==> src/rtl/irq_ctrl_nest_pkg.sv <==
// Shared definitions for the nesting interrupt controller: register map,
// STATUS layout, vector defaults and the vector arithmetic.
package irq_ctrl_nest_pkg;

    // MMIO register byte offsets
    localparam logic [3:0] ADDR_PEND     = 4'h0;
    localparam logic [3:0] ADDR_MASK     = 4'h2;
    localparam logic [3:0] ADDR_PEND_SET = 4'h4;
    localparam logic [3:0] ADDR_PEND_CLR = 4'h6;
    localparam logic [3:0] ADDR_MODE     = 4'h8;
    localparam logic [3:0] ADDR_THRESH   = 4'hA;
    localparam logic [3:0] ADDR_STATUS   = 4'hC;

    // STATUS sticky bit positions (write 1 to clear)
    localparam int STATUS_UNDERFLOW_BIT = 8;
    localparam int STATUS_FULL_BIT      = 9;

    localparam logic [15:0] VEC_BASE_DEFAULT   = 16'h0020;
    localparam logic [15:0] VEC_STRIDE_DEFAULT = 16'h0020;
    localparam logic [15:0] NO_VECTOR          = 16'hFFFF;

    // STATUS read layout
    typedef struct packed {
        logic [5:0] rsvd;
        logic       nest_full;
        logic       ret_underflow;
        logic [3:0] cur_pri;
        logic [3:0] depth;
    } status_t;

    // Handler address of source idx, 16-bit wrap-around
    function automatic logic [15:0] irq_vector(input logic [15:0] base,
                                               input logic [15:0] stride,
                                               input logic [3:0]  idx);
        return base + stride * {12'h000, idx};
    endfunction

endpackage

==> src/rtl/irq_ctrl_nest_if.sv <==
// Zero-wait MMIO bus between the CPU side and the interrupt controller.
interface irq_ctrl_nest_if;
    logic        sel;
    logic        we;
    logic        re;
    logic [3:0]  addr;
    logic [15:0] wdata;
    logic [15:0] rdata;
    logic        rdy;

    modport master (output sel, we, re, addr, wdata, input rdata, rdy);
    modport slave  (input sel, we, re, addr, wdata, output rdata, rdy);
endinterface

==> src/rtl/irq_ctrl_nest_prio_enc.sv <==
// Priority encoder: highest set request bit whose index is at or above the
// threshold wins; returns its index, a valid flag and a one-hot copy.
module irq_prio_enc #(
    parameter int N = 8
) (
    input  logic [N-1:0] i_req,
    input  logic [3:0]   i_thresh,
    output logic [3:0]   o_idx,
    output logic         o_valid,
    output logic [N-1:0] o_onehot
);

    // Ascending scan, so the last (highest) eligible bit overrides lower ones
    always_comb begin
        // NOTE: every output gets a default before the loop so no path leaves it unassigned (no latch).
        o_idx    = '0;
        o_valid  = 1'b0;
        o_onehot = '0;
        for (int i = 0; i < N; i++) begin
            if (i_req[i] && (4'(i) >= i_thresh)) begin
                o_idx       = 4'(i);
                o_valid     = 1'b1;
                o_onehot    = '0;
                o_onehot[i] = 1'b1;
            end
        end
    end

endmodule

==> src/rtl/irq_ctrl_nest.sv <==
// Nesting interrupt controller: latches source requests, picks the highest
// eligible one, decides take against the nesting stack and exposes MMIO
// registers for mask, mode, threshold, pending and status.
module irq_ctrl_nest
    import irq_ctrl_nest_pkg::*;
#(
    parameter int          N_SRC      = 8,
    parameter int          NEST_DEPTH = 2,
    parameter logic [15:0] VEC_BASE   = VEC_BASE_DEFAULT,
    parameter logic [15:0] VEC_STRIDE = VEC_STRIDE_DEFAULT
) (
    input  logic             i_clk,
    input  logic             i_rst_n,
    irq_ctrl_nest_if.slave   bus,
    input  logic [N_SRC-1:0] i_src_irq,
    input  logic             i_int_en,
    input  logic             i_irq_ret,
    output logic             o_irq_take,
    output logic [15:0]      o_irq_vector
);

    localparam logic [3:0] DEPTH_MAX = 4'(NEST_DEPTH);

    logic [N_SRC-1:0] pend, pend_next, mask, mode, src_q, servicing;
    logic [N_SRC-1:0] hw_req, next_pend, sel_onehot, wdata_n;
    logic [3:0]       thresh, depth, depth_eff, cur_pri_eff, cur_pri_reg, sel_idx;
    logic [3:0]       stack [NEST_DEPTH];
    logic             ret_underflow, nest_full;
    logic             any_req, prio_ok, room, take_req, take;
    logic             wr, wr_mask, wr_set, wr_clr, wr_mode, wr_thresh, wr_status;
    status_t          status;
    logic [15:0]      rd_val;

    assign wr        = bus.sel & bus.we;
    assign wr_mask   = wr && (bus.addr == ADDR_MASK);
    assign wr_set    = wr && (bus.addr == ADDR_PEND_SET);
    assign wr_clr    = wr && (bus.addr == ADDR_PEND_CLR);
    assign wr_mode   = wr && (bus.addr == ADDR_MODE);
    assign wr_thresh = wr && (bus.addr == ADDR_THRESH);
    assign wr_status = wr && (bus.addr == ADDR_STATUS);
    assign wdata_n   = bus.wdata[N_SRC-1:0];
    assign bus.rdy   = bus.sel;

    // Edge sources fire on a rising line; level sources fire while high and not yet in service
    assign hw_req    = mask & i_src_irq & ((mode & ~src_q) | (~mode & ~servicing));
    assign next_pend = pend | hw_req;

    irq_prio_enc #(.N(N_SRC)) u_prio_enc (
        .i_req    (next_pend),
        .i_thresh (thresh),
        .o_idx    (sel_idx),
        .o_valid  (any_req),
        .o_onehot (sel_onehot)
    );

    // A return in the same cycle frees its stack slot before the take decision
    assign depth_eff = (i_irq_ret && (depth != '0)) ? depth - 4'd1 : depth;

    // Top-of-stack priority, both after this cycle's return and as registered
    always_comb begin
        cur_pri_eff = '0;
        cur_pri_reg = '0;
        for (int i = 0; i < NEST_DEPTH; i++) begin
            if (depth_eff == 4'(i + 1)) cur_pri_eff = stack[i];
            if (depth == 4'(i + 1))     cur_pri_reg = stack[i];
        end
    end

    assign prio_ok      = (depth_eff == '0) || (sel_idx > cur_pri_eff);
    assign room         = depth_eff < DEPTH_MAX;
    assign take_req     = any_req & i_int_en & prio_ok;
    assign take         = take_req & room & i_rst_n;
    assign o_irq_take   = take;
    assign o_irq_vector = take ? irq_vector(VEC_BASE, VEC_STRIDE, sel_idx) : NO_VECTOR;

    // Pending update: hardware set, take clear, software set, software clear; last wins
    always_comb begin
        pend_next = next_pend;
        if (take)   pend_next = pend_next & ~sel_onehot;
        if (wr_set) pend_next = pend_next | wdata_n;
        if (wr_clr) pend_next = pend_next & ~wdata_n;
    end

    // Configuration registers written over MMIO
    always_ff @(posedge i_clk or negedge i_rst_n) begin
        // NOTE: state is updated with <= so every register samples pre-edge values regardless of statement order.
        if (!i_rst_n) begin
            mask   <= '1;
            mode   <= '0;
            thresh <= '0;
        end else begin
            if (wr_mask)   mask   <= wdata_n;
            if (wr_mode)   mode   <= wdata_n;
            if (wr_thresh) thresh <= bus.wdata[3:0];
        end
    end

    // Request tracking: pending bits, previous source levels, level sources in service
    always_ff @(posedge i_clk or negedge i_rst_n) begin
        if (!i_rst_n) begin
            pend      <= '0;
            src_q     <= '0;
            servicing <= '0;
        end else begin
            pend      <= pend_next;
            src_q     <= i_src_irq;
            servicing <= (servicing | (take ? (sel_onehot & ~mode) : '0)) & i_src_irq;
        end
    end

    // Nesting stack, depth and sticky error flags
    always_ff @(posedge i_clk or negedge i_rst_n) begin
        if (!i_rst_n) begin
            depth         <= '0;
            ret_underflow <= 1'b0;
            nest_full     <= 1'b0;
            // NOTE: the stack array is reset explicitly so cur_pri never exposes stale entries after reset.
            for (int i = 0; i < NEST_DEPTH; i++) stack[i] <= '0;
        end else begin
            // Push and replace-top both land on slot depth_eff
            depth <= depth_eff + 4'(take);
            for (int i = 0; i < NEST_DEPTH; i++) begin
                if (take && (depth_eff == 4'(i))) stack[i] <= sel_idx;
            end
            if (wr_status && bus.wdata[STATUS_UNDERFLOW_BIT]) ret_underflow <= 1'b0;
            if (wr_status && bus.wdata[STATUS_FULL_BIT])      nest_full     <= 1'b0;
            if (i_irq_ret && !take && (depth == '0))          ret_underflow <= 1'b1;
            if (take_req && !room)                            nest_full     <= 1'b1;
        end
    end

    // Read mux; unused bits and unmapped offsets read zero
    always_comb begin
        status               = '0;
        status.nest_full     = nest_full;
        status.ret_underflow = ret_underflow;
        status.cur_pri       = cur_pri_reg;
        status.depth         = depth;
        rd_val               = '0;
        case (bus.addr)
            ADDR_PEND:   rd_val[N_SRC-1:0] = pend;
            ADDR_MASK:   rd_val[N_SRC-1:0] = mask;
            ADDR_MODE:   rd_val[N_SRC-1:0] = mode;
            ADDR_THRESH: rd_val[3:0]       = thresh;
            ADDR_STATUS: rd_val            = status;
            default:     rd_val            = '0;
        endcase
    end

    // Registered read data, zero on any cycle without a read
    always_ff @(posedge i_clk or negedge i_rst_n) begin
        if (!i_rst_n) begin
            bus.rdata <= '0;
        end else begin
            bus.rdata <= (bus.sel && bus.re) ? rd_val : 16'h0000;
        end
    end

endmodule

==> src/flat_wrapper.sv <==
// flat-port wrapper written by rule: the top's interface ports become plain ports
module irq_ctrl_nest_flat import irq_ctrl_nest_pkg::*;
#(
    parameter int          N_SRC      = 8,
    parameter int          NEST_DEPTH = 2,
    parameter logic [15:0] VEC_BASE   = VEC_BASE_DEFAULT,
    parameter logic [15:0] VEC_STRIDE = VEC_STRIDE_DEFAULT
)
  (i_clk, i_rst_n, i_src_irq, i_int_en, i_irq_ret, o_irq_take, o_irq_vector, bus_sel, bus_we, bus_re, bus_addr, bus_wdata, bus_rdata, bus_rdy);
  irq_ctrl_nest_if bus_i ();
  input  logic i_clk;
  input  logic i_rst_n;
  input  logic [N_SRC-1:0] i_src_irq;
  input  logic i_int_en;
  input  logic i_irq_ret;
  output logic o_irq_take;
  output logic [15:0] o_irq_vector;
  input wire logic [$bits(bus_i.sel)-1:0] bus_sel;
  input wire logic [$bits(bus_i.we)-1:0] bus_we;
  input wire logic [$bits(bus_i.re)-1:0] bus_re;
  input wire logic [$bits(bus_i.addr)-1:0] bus_addr;
  input wire logic [$bits(bus_i.wdata)-1:0] bus_wdata;
  output wire logic [$bits(bus_i.rdata)-1:0] bus_rdata;
  output wire logic [$bits(bus_i.rdy)-1:0] bus_rdy;
  assign bus_i.sel = bus_sel;
  assign bus_i.we = bus_we;
  assign bus_i.re = bus_re;
  assign bus_i.addr = bus_addr;
  assign bus_i.wdata = bus_wdata;
  assign bus_rdata = bus_i.rdata;
  assign bus_rdy = bus_i.rdy;
  irq_ctrl_nest #(.N_SRC(N_SRC), .NEST_DEPTH(NEST_DEPTH), .VEC_BASE(VEC_BASE), .VEC_STRIDE(VEC_STRIDE)) u_core (.i_clk(i_clk), .i_rst_n(i_rst_n), .bus(bus_i), .i_src_irq(i_src_irq), .i_int_en(i_int_en), .i_irq_ret(i_irq_ret), .o_irq_take(o_irq_take), .o_irq_vector(o_irq_vector));
endmodule
==> config.mk <==
export PLATFORM = sky130hd
export DESIGN_NAME = irq_ctrl_nest_flat
export DESIGN_NICKNAME = d
export VERILOG_FILES = /design/src/rtl/irq_ctrl_nest_pkg.sv /design/src/rtl/irq_ctrl_nest_if.sv /design/src/rtl/irq_ctrl_nest_prio_enc.sv /design/src/rtl/irq_ctrl_nest.sv /design/src/flat_wrapper.sv
export SDC_FILE = /design/constraint.sdc
export NUM_CORES = 1
export LEC_CHECK = 0
export ABC_CLOCK_PERIOD_IN_PS = 13600
export CORE_MARGIN = 10
export CORE_UTILIZATION = 35
export CTS_CLUSTER_SIZE = 28
export DETAILED_ROUTE_END_ITERATION = 6
export PLACE_DENSITY_LB_ADDON = 0.12
export SLEW_MARGIN = 20
export SYNTH_ARGS = -nofsm -noshare
export SYNTH_HDL_FRONTEND = slang
export SYNTH_SLANG_ARGS = --single-unit
==> constraint.sdc <==
create_clock -name i_clk -period 13.6 [get_ports i_clk]
set_clock_uncertainty 0.15 [all_clocks]
set_input_delay 2.04 -clock i_clk [delete_from_list [all_inputs] [get_ports i_clk]]
set_output_delay 2.04 -clock i_clk [all_outputs]
set_load 0.005 [all_outputs]
clock_nets.png
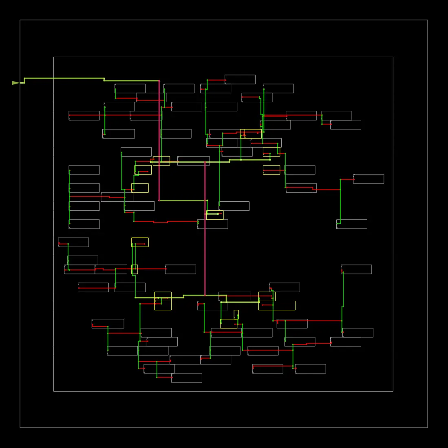
clock network power consumption: 0.174 mW
Clk Latency, worst-skew pair: 0.34 ns

port_trees.png
Scale: 3 px per um.
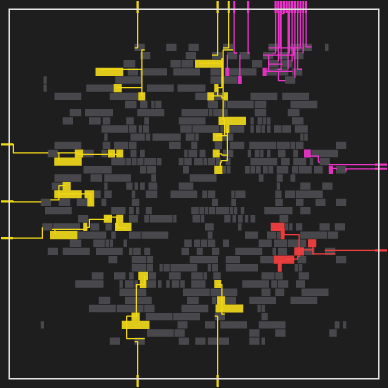
legend:
  `i_src_irq`:
    color: yellow
    bits: 8
    direction: input
    edge: 3 left, 3 top, 2 bottom
    end_cells: 33
    buffers: 8
    wire: 367 um
  `i_irq_ret`:
    color: red
    bits: 1
    direction: input
    edge: right
    end_cells: 8
    buffers: 1
    wire: 60.3 um
  `o_irq_vector`:
    color: magenta
    bits: 16
    direction: output
    edge: 14 top, 2 right
    end_cells: 5
    buffers: 16
    wire: 326 um

layers.png
Scale: 4 px per um. Two of the layers only.
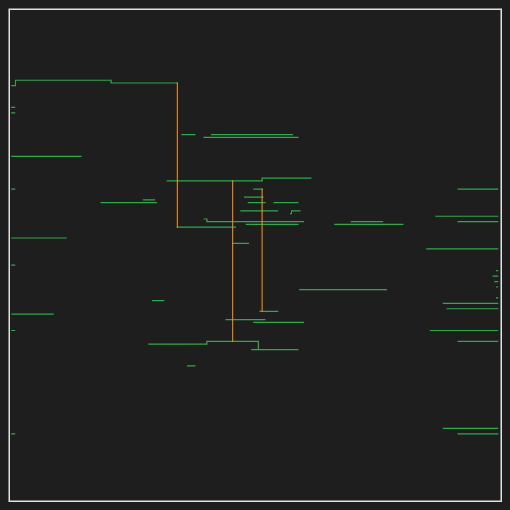
legend:
  M3:
    color: green
    wire_length: 525 um
  M4:
    color: orange
    wire_length: 107 um

==> run summary <==
Outcome - complete, no violations
Yosys chip area - 0.00369 sq mm
Total cells reported by yosys after synthesis - 358
Commonest non-fill, non-tap cells in the layout - 58 x sky130_fd_sc_hd__dfrtp_1, 55 x sky130_fd_sc_hd__clkdlybuf4s50_1, 43 x sky130_fd_sc_hd__nand2_1
Largest stage delay on the critical path - 0.76 ns
Initial drt markers - 244
Die Y - 123 um
Cell Chain, Critical Path - clkdlybuf4s50_1 -> a31oi_1 -> o41ai_1 -> a21oi_1 -> o21ai_0 -> inv_1 -> ha_1 -> nand3_1 -> o21ai_0 -> o21ai_0 -> nand2_1 -> a21oi_1 -> inv_1 -> clkdlybuf4s50_1
Setup tns final - 0 ns
Reg with most FFs - u_core.bus.rdata
Clock network share of area - 0.0464
Internal Power - 0.443 mW
Number of top-level pins - 69
Tmin final - 9.23 ns
Avg Inst Size Synth - 10.3 sq um
Setup crit start kind - input pin
Routability-driven placement congestion ratio - 0.813
Number of instances in the synthesized netlist - 358
Area fraction in and, or, nand and nor cells after synthesis - 0.155
Cts bufs inserted - 9
Max reg flops - 10
Placeable core region - 0.0103 sq mm
Max Freq - 108 MHz
Met3 layer wire length in the routed design - 525 um
Switching portion of total power - 0.351
IR Drop Worst-Case VDD - 0.0443 mV
Tightest Pin Transition - 1.04 ns
Area-dominant cell class after layout - logic gates
Number of rows created at floorplan - 37
Post-detailed-placement half-perimeter wirelength - 7310 um
Routed wl met2 - 4880 um
Total of max-cap violations - 0
Number of port buffers - 56
Crit-path most repeated cell - sky130_fd_sc_hd__o21ai_0
Final worst hold slack - 0.320 ns
Number of buffers added to fix hold violations after cts - 0
Horizontal die size - 123 um
TritonCTS clock tree - built
H-tree Lvls - 3
Area growth, synth to finish - 21.5%
Last element of the critical path - o_irq_vector[11]
Synth Flop Type - sky130_fd_sc_hd__dfrtp_1
Sequential group power - 0.281 mW
Top cells by count - 58 x sky130_fd_sc_hd__dfrtp_1, 43 x sky130_fd_sc_hd__nand2_1, 22 x sky130_fd_sc_hd__mux2_2, 18 x sky130_fd_sc_hd__a31oi_1, 18 x sky130_fd_sc_hd__buf_4
Residual overflow from global routing - 0
Final cycle utilization of the critical path - 0.679
Residual DRC count - 0
Top power consumer group - registers
Area leader, netlist - sky130_fd_sc_hd__dfrtp_1
Synth top area share - 0.394
Async SR Flop Fraction - 1.00
Top routing layer used - met4
Setup Fix Bufs, Post-CTS - 0
Buf+Inv Stages, Crit Path - 4
CP Depth - 14
Final total power - 0.684 mW
m2.png
Scale: 3 px per um. Cells faint in the background.
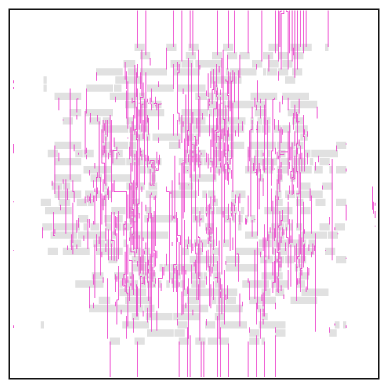
nets with wire on the layer: 376
share of all routed wire: 49%
wire length on this layer: 4880 um
longest straight run: 63.2 um
main direction: vertical
final wirelength: 10000 um
routed via count: 2890

closeup.png
Window x 82 to 102, y 82 to 102 um. Cells in gray, sequential cells in the stronger gray; small squares are vias.
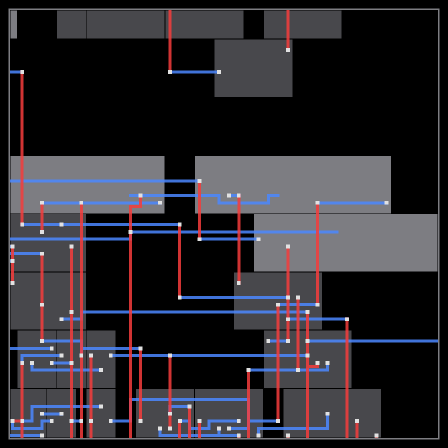
legend:
  M1:
    color: blue
  M2:
    color: red
sequential cells in the window: 3
cells with their middle in the window: 17
most frequent: nand2_1 (4), dfrtp_1 (3)
netlist names of flops here include: `u_core.stack` (3)

No activity file was given, so power comes from the tool's default toggle rates.
